**Run 1: metal 3**

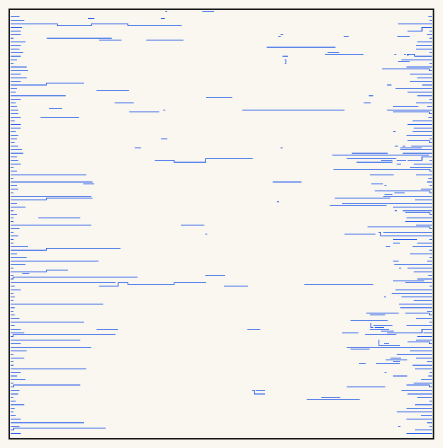
**Run 1: register map, names as in the netlist**

Other sequential cells in the stronger grey, the rest of the logic in the fainter grey.
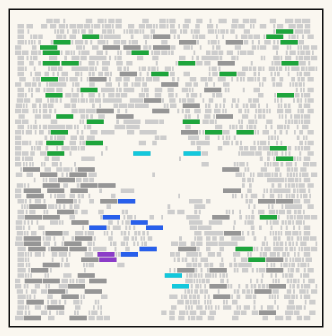
**Run 1: routing congestion**

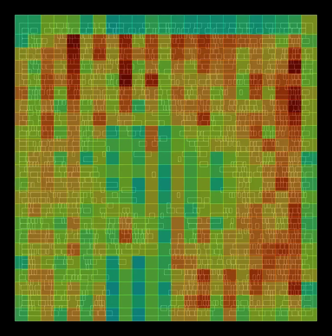
### src/rtl/fpu_arbiter_if.sv
// Requester-side bus of fpu_arbiter: per-requester request/operands in,
// acceptance and shared response out.
interface fpu_arbiter_if #(
  parameter int unsigned N_REQ = 4
);
  localparam int unsigned ID_W = $clog2(N_REQ);

  logic [N_REQ-1:0]    req_valid;
  logic [32*N_REQ-1:0] req_op_a;
  logic [32*N_REQ-1:0] req_op_b;
  logic [N_REQ-1:0]    req_ready;
  logic [N_REQ-1:0]    rsp_valid;
  logic [31:0]         rsp_data;
  logic [3:0]          rsp_status;
  logic [ID_W-1:0]     rsp_id;
  logic                busy;

  modport master (
    output req_valid, req_op_a, req_op_b,
    input  req_ready, rsp_valid, rsp_data, rsp_status, rsp_id, busy
  );

  modport slave (
    input  req_valid, req_op_a, req_op_b,
    output req_ready, rsp_valid, rsp_data, rsp_status, rsp_id, busy
  );
endinterface

### src/rtl/fpu_arbiter.sv
// Round-robin sharing of one free-running FPU adder: latch the granted operands,
// hold them for a settle window, then capture and return the FPU result.
module fpu_arbiter #(
  parameter int unsigned N_REQ         = 4,
  parameter int unsigned SETTLE_CYCLES = 72
) (
  input  logic                clock100KHz,
  input  logic                reset,
  fpu_arbiter_if.slave        bus,
  output logic [31:0]         fpu_op_a,
  output logic [31:0]         fpu_op_b,
  input  logic [31:0]         fpu_data_in,
  input  logic [3:0]          fpu_status_in
);
  localparam int unsigned ID_W = $clog2(N_REQ);
  localparam int unsigned CntW = $clog2(SETTLE_CYCLES);

  typedef enum logic [1:0] {StIdle, StWait, StResp} state_e;

  state_e            state_q, state_d;
  logic [CntW-1:0]   count_q, count_d;
  logic [ID_W-1:0]   rr_ptr_q, rr_ptr_d;
  logic [N_REQ-1:0]  req_ready_q, req_ready_d;
  logic [N_REQ-1:0]  rsp_valid_q, rsp_valid_d;
  logic [31:0]       rsp_data_q, rsp_data_d;
  logic [3:0]        rsp_status_q, rsp_status_d;
  logic [ID_W-1:0]   rsp_id_q, rsp_id_d;
  logic [31:0]       op_a_q, op_a_d;
  logic [31:0]       op_b_q, op_b_d;

  logic [ID_W-1:0]   grant;
  logic [ID_W-1:0]   idx;
  logic              grant_found;
  logic [31:0]       op_a_arr [N_REQ];
  logic [31:0]       op_b_arr [N_REQ];

  for (genvar i = 0; i < N_REQ; i++) begin : g_unpack
    assign op_a_arr[i] = bus.req_op_a[32*i +: 32];
    assign op_b_arr[i] = bus.req_op_b[32*i +: 32];
  end

  function automatic logic [ID_W-1:0] wrap_idx(input logic [ID_W-1:0] base,
                                               input int unsigned off);
    int unsigned s;
    s = (32'(base) + off) % N_REQ;
    return s[ID_W-1:0];
  endfunction

  // First requesting index at or after rr_ptr, wrapping modulo N_REQ.
  always_comb begin
    grant       = '0;
    idx         = '0;
    grant_found = 1'b0;
    for (int unsigned k = 0; k < N_REQ; k++) begin
      idx = wrap_idx(rr_ptr_q, k);
      if (!grant_found && bus.req_valid[idx]) begin
        grant       = idx;
        grant_found = 1'b1;
      end
    end
  end

  always_comb begin
    state_d      = state_q;
    count_d      = count_q;
    rr_ptr_d     = rr_ptr_q;
    req_ready_d  = '0;
    rsp_valid_d  = '0;
    rsp_data_d   = rsp_data_q;
    rsp_status_d = rsp_status_q;
    rsp_id_d     = rsp_id_q;
    op_a_d       = op_a_q;
    op_b_d       = op_b_q;
    unique case (state_q)
      StIdle: begin
        if (grant_found) begin
          op_a_d      = op_a_arr[grant];
          op_b_d      = op_b_arr[grant];
          rsp_id_d    = grant;
          req_ready_d = N_REQ'(1) << grant;
          count_d     = CntW'(SETTLE_CYCLES - 1);
          rr_ptr_d    = wrap_idx(grant, 1);
          state_d     = StWait;
        end
      end
      StWait: begin
        if (count_q == '0) begin
          rsp_data_d   = fpu_data_in;
          rsp_status_d = fpu_status_in;
          rsp_valid_d  = N_REQ'(1) << rsp_id_q;
          state_d      = StResp;
        end else begin
          count_d = count_q - 1'b1;
        end
      end
      StResp:  state_d = StIdle;
      default: state_d = StIdle;
    endcase
  end

  always_ff @(posedge clock100KHz or negedge reset) begin
    if (!reset) begin
      state_q      <= StIdle;
      count_q      <= '0;
      rr_ptr_q     <= '0;
      req_ready_q  <= '0;
      rsp_valid_q  <= '0;
      rsp_data_q   <= '0;
      rsp_status_q <= '0;
      rsp_id_q     <= '0;
      op_a_q       <= '0;
      op_b_q       <= '0;
    end else begin
      state_q      <= state_d;
      count_q      <= count_d;
      rr_ptr_q     <= rr_ptr_d;
      req_ready_q  <= req_ready_d;
      rsp_valid_q  <= rsp_valid_d;
      rsp_data_q   <= rsp_data_d;
      rsp_status_q <= rsp_status_d;
      rsp_id_q     <= rsp_id_d;
      op_a_q       <= op_a_d;
      op_b_q       <= op_b_d;
    end
  end

  assign bus.req_ready  = req_ready_q;
  assign bus.rsp_valid  = rsp_valid_q;
  assign bus.rsp_data   = rsp_data_q;
  assign bus.rsp_status = rsp_status_q;
  assign bus.rsp_id     = rsp_id_q;
  assign bus.busy       = (state_q != StIdle);
  assign fpu_op_a       = op_a_q;
  assign fpu_op_b       = op_b_q;
endmodule

### src/flat_wrapper.sv
// flat-port wrapper written by rule: the top's interface ports become plain ports
module fpu_arbiter_flat 
#(
  parameter int unsigned N_REQ         = 4,
  parameter int unsigned SETTLE_CYCLES = 72
)
  (clock100KHz, reset, fpu_op_a, fpu_op_b, fpu_data_in, fpu_status_in, bus_req_valid, bus_req_op_a, bus_req_op_b, bus_req_ready, bus_rsp_valid, bus_rsp_data, bus_rsp_status, bus_rsp_id, bus_busy);
  fpu_arbiter_if #(.N_REQ(N_REQ)) bus_i ();
  input  logic clock100KHz;
  input  logic reset;
  output logic [31:0] fpu_op_a;
  output logic [31:0] fpu_op_b;
  input  logic [31:0] fpu_data_in;
  input  logic [3:0] fpu_status_in;
  input wire logic [$bits(bus_i.req_valid)-1:0] bus_req_valid;
  input wire logic [$bits(bus_i.req_op_a)-1:0] bus_req_op_a;
  input wire logic [$bits(bus_i.req_op_b)-1:0] bus_req_op_b;
  output wire logic [$bits(bus_i.req_ready)-1:0] bus_req_ready;
  output wire logic [$bits(bus_i.rsp_valid)-1:0] bus_rsp_valid;
  output wire logic [$bits(bus_i.rsp_data)-1:0] bus_rsp_data;
  output wire logic [$bits(bus_i.rsp_status)-1:0] bus_rsp_status;
  output wire logic [$bits(bus_i.rsp_id)-1:0] bus_rsp_id;
  output wire logic [$bits(bus_i.busy)-1:0] bus_busy;
  assign bus_i.req_valid = bus_req_valid;
  assign bus_i.req_op_a = bus_req_op_a;
  assign bus_i.req_op_b = bus_req_op_b;
  assign bus_req_ready = bus_i.req_ready;
  assign bus_rsp_valid = bus_i.rsp_valid;
  assign bus_rsp_data = bus_i.rsp_data;
  assign bus_rsp_status = bus_i.rsp_status;
  assign bus_rsp_id = bus_i.rsp_id;
  assign bus_busy = bus_i.busy;
  fpu_arbiter #(.N_REQ(N_REQ), .SETTLE_CYCLES(SETTLE_CYCLES)) u_core (.clock100KHz(clock100KHz), .reset(reset), .bus(bus_i), .fpu_op_a(fpu_op_a), .fpu_op_b(fpu_op_b), .fpu_data_in(fpu_data_in), .fpu_status_in(fpu_status_in));
endmodule
### config.mk
export PLATFORM = sky130hd
export DESIGN_NAME = fpu_arbiter_flat
export DESIGN_NICKNAME = d
export VERILOG_FILES = /design/src/rtl/fpu_arbiter_if.sv /design/src/rtl/fpu_arbiter.sv /design/src/flat_wrapper.sv
export SDC_FILE = /design/constraint.sdc
export NUM_CORES = 1
export LEC_CHECK = 0
export ABC_AREA = 1
export CORE_AREA = 2 2 158 160
export CTS_BUF_LIST = sky130_fd_sc_hd__clkbuf_2
export CTS_CLUSTER_DIAMETER = 80
export DETAILED_ROUTE_END_ITERATION = 10
export DIE_AREA = 0 0 160 162
export GPL_TIMING_DRIVEN = 1
export MAX_ROUTING_LAYER = met4
export PLACE_DENSITY = 0.65
export SLEW_MARGIN = 20
export SYNTH_ARGS = -nofsm -noshare
export SYNTH_HDL_FRONTEND = slang
export SYNTH_SLANG_ARGS = --single-unit
### constraint.sdc
create_clock -name clock100KHz -period 2.23 [get_ports clock100KHz]
set_input_delay 0.446 -clock clock100KHz [delete_from_list [all_inputs] [get_ports clock100KHz]]
set_output_delay 0.446 -clock clock100KHz [all_outputs]
set_load 0.01 [all_outputs]
==> results.txt <==
fresh numbers from the pnr run: met3 wire len=~2.7 mm, min cycle time layout=2.17 ns, outcome=finished clean, pwr/cell area=between 600 and 700 mW/mm^2, biggest area cells=dfrtp_1, nand2_1, inv_1, crit start category=flop, warnings from Yosys=0, Commonest cells post-synth=nand2_1, inv_1, dfrtp_1, nand3_1, o211ai_1, CTS tree=yes, Slowest Stage Delay on Critical Path=around 0.53 ns, I/O Buffers=408, R2R Setup Slk=a little over 0.06 ns, Worst-path clk slew=~0.28 ns, post-synthesis sequential area ratio=between 40% and 50%, gr ovfl total=0, Comb pwr share=between 50% and 60%, GRT met3 Usage=6.49%, RR Startpoint=u_core.rr_ptr_q[0], Mapped Area=0.00750 sq mm, NumNets Final=approximately 1.9k, Slew @ Worst Pin=0.418 ns, highest-count logic cell in the final layout=nand2_1, placed cell area=0.0123 sq mm, layout cell share with drive strength beyond 1=9.81%, WHS=approximately 0.16 ns, crit path max fanout=12, Detail Route Antenna Nets=0, FP Core Util=31.1%, Core ar.=between 0.02 and 0.025 sq mm, Post-Syn Nets=1,417, Setup-failing EPs final=0, Final period util=between 90% and 100%, cell with the most instances after synthesis=nand2_1, Crit. End Element=flop, P_leak=between 7 and 8 nW, Cells after Synth=between 1k and 1.5k, design area=about 0.013 sq mm, Max Clk Rate=between 0.4 and 0.5 GHz, Worst Skew=0.0393 ns, Peak VDD IR=approximately 0.32 mV, Comb power=approximately 5 mW, Switching Fraction=roughly two fifths, CP arrival=2.75 ns, Design Power=approximately 9.3 mW, PostCTS Resize Cnt=39, internal power=5.40 mW
## Picture notes: 'metal 3'
wire length on this layer = 2,700 um
nets with wire on the layer = 288
longest straight run = 46.9 um
main direction = horizontal

## Picture notes: 'register map, names as in the netlist'
purple -> u_core.state_q  # flops 2
green -> u_core.fpu_op_a  # flops 32
blue -> u_core.count_q  # flops 7
cyan -> u_core.bus.req_ready  # flops 4
not coloured = 76

## Picture notes: 'routing congestion'
met1 Use GR: 28.9%
Core Util, Final: 55.0%
grt peak-use layer: met2
gr usage total: 23.9%

-- run 1: state kept, by name, indices dropped and copies added (netlist names) --
register               flops
u_core.bus.req_ready       4
u_core.rr_ptr_q            2
u_core.state_q             2
u_core.fpu_op_a           32
u_core.bus.rsp_data       32
u_core.fpu_op_b           32
u_core.bus.rsp_id          2
u_core.bus.rsp_valid       4
u_core.count_q             7
u_core.bus.rsp_status      4
-- run 1: how the worst max path moves through the flow --
stage	from	endpoint	slack, ns	cells after the start
CTS	u_core.rr_ptr_q[0]	u_core.fpu_op_b[10]	-0.002	12
finish	u_core.rr_ptr_q[0]	u_core.fpu_op_a[18]	0.06	12
floorplan	u_core.rr_ptr_q[0]	u_core.fpu_op_a[29]	0.34	13
global route	u_core.rr_ptr_q[0]	u_core.fpu_op_b[11]	-0.09	14
detailed placement	bus_req_valid[3]	u_core.fpu_op_b[10]	-0.26	13
global placement	bus_req_valid[3]	u_core.fpu_op_b[10]	-0.22	13
-- run 1: worst max-delay path, delay by kind of cell, from the launching register on --
family	cells	cell delay (ns)
AND-OR/OR-AND	1	0.18
buffers and inverters	4	0.63
flip-flops	1	0.53
AND/OR/NAND/NOR	7	0.70
-- run 1: per-stage QoR --
stage	util, %	worst slack [ns]
final	55.0	0.0607
after floorplan	-	0.342
after detailed placement	51.0	-0.258
after global routing	55.0	-0.0937
after global placement	51.0	-0.223
after CTS	52.2	-0.00208
-- run 1: area by class of cell --
type	count	area (sq um)	share of cell area, %
clock inverter	15	174	1.31
multi-input combinational	711	3380	25.5
antenna	2	5.00	0.0378
timing repair buffer	500	5360	40.4
sequential	121	3030	22.9
tap	324	405	3.06
clock buffer	17	85.1	0.642
inverter	216	816	6.15
Power figures rest on the tool's default switching activity, not on a simulated workload.
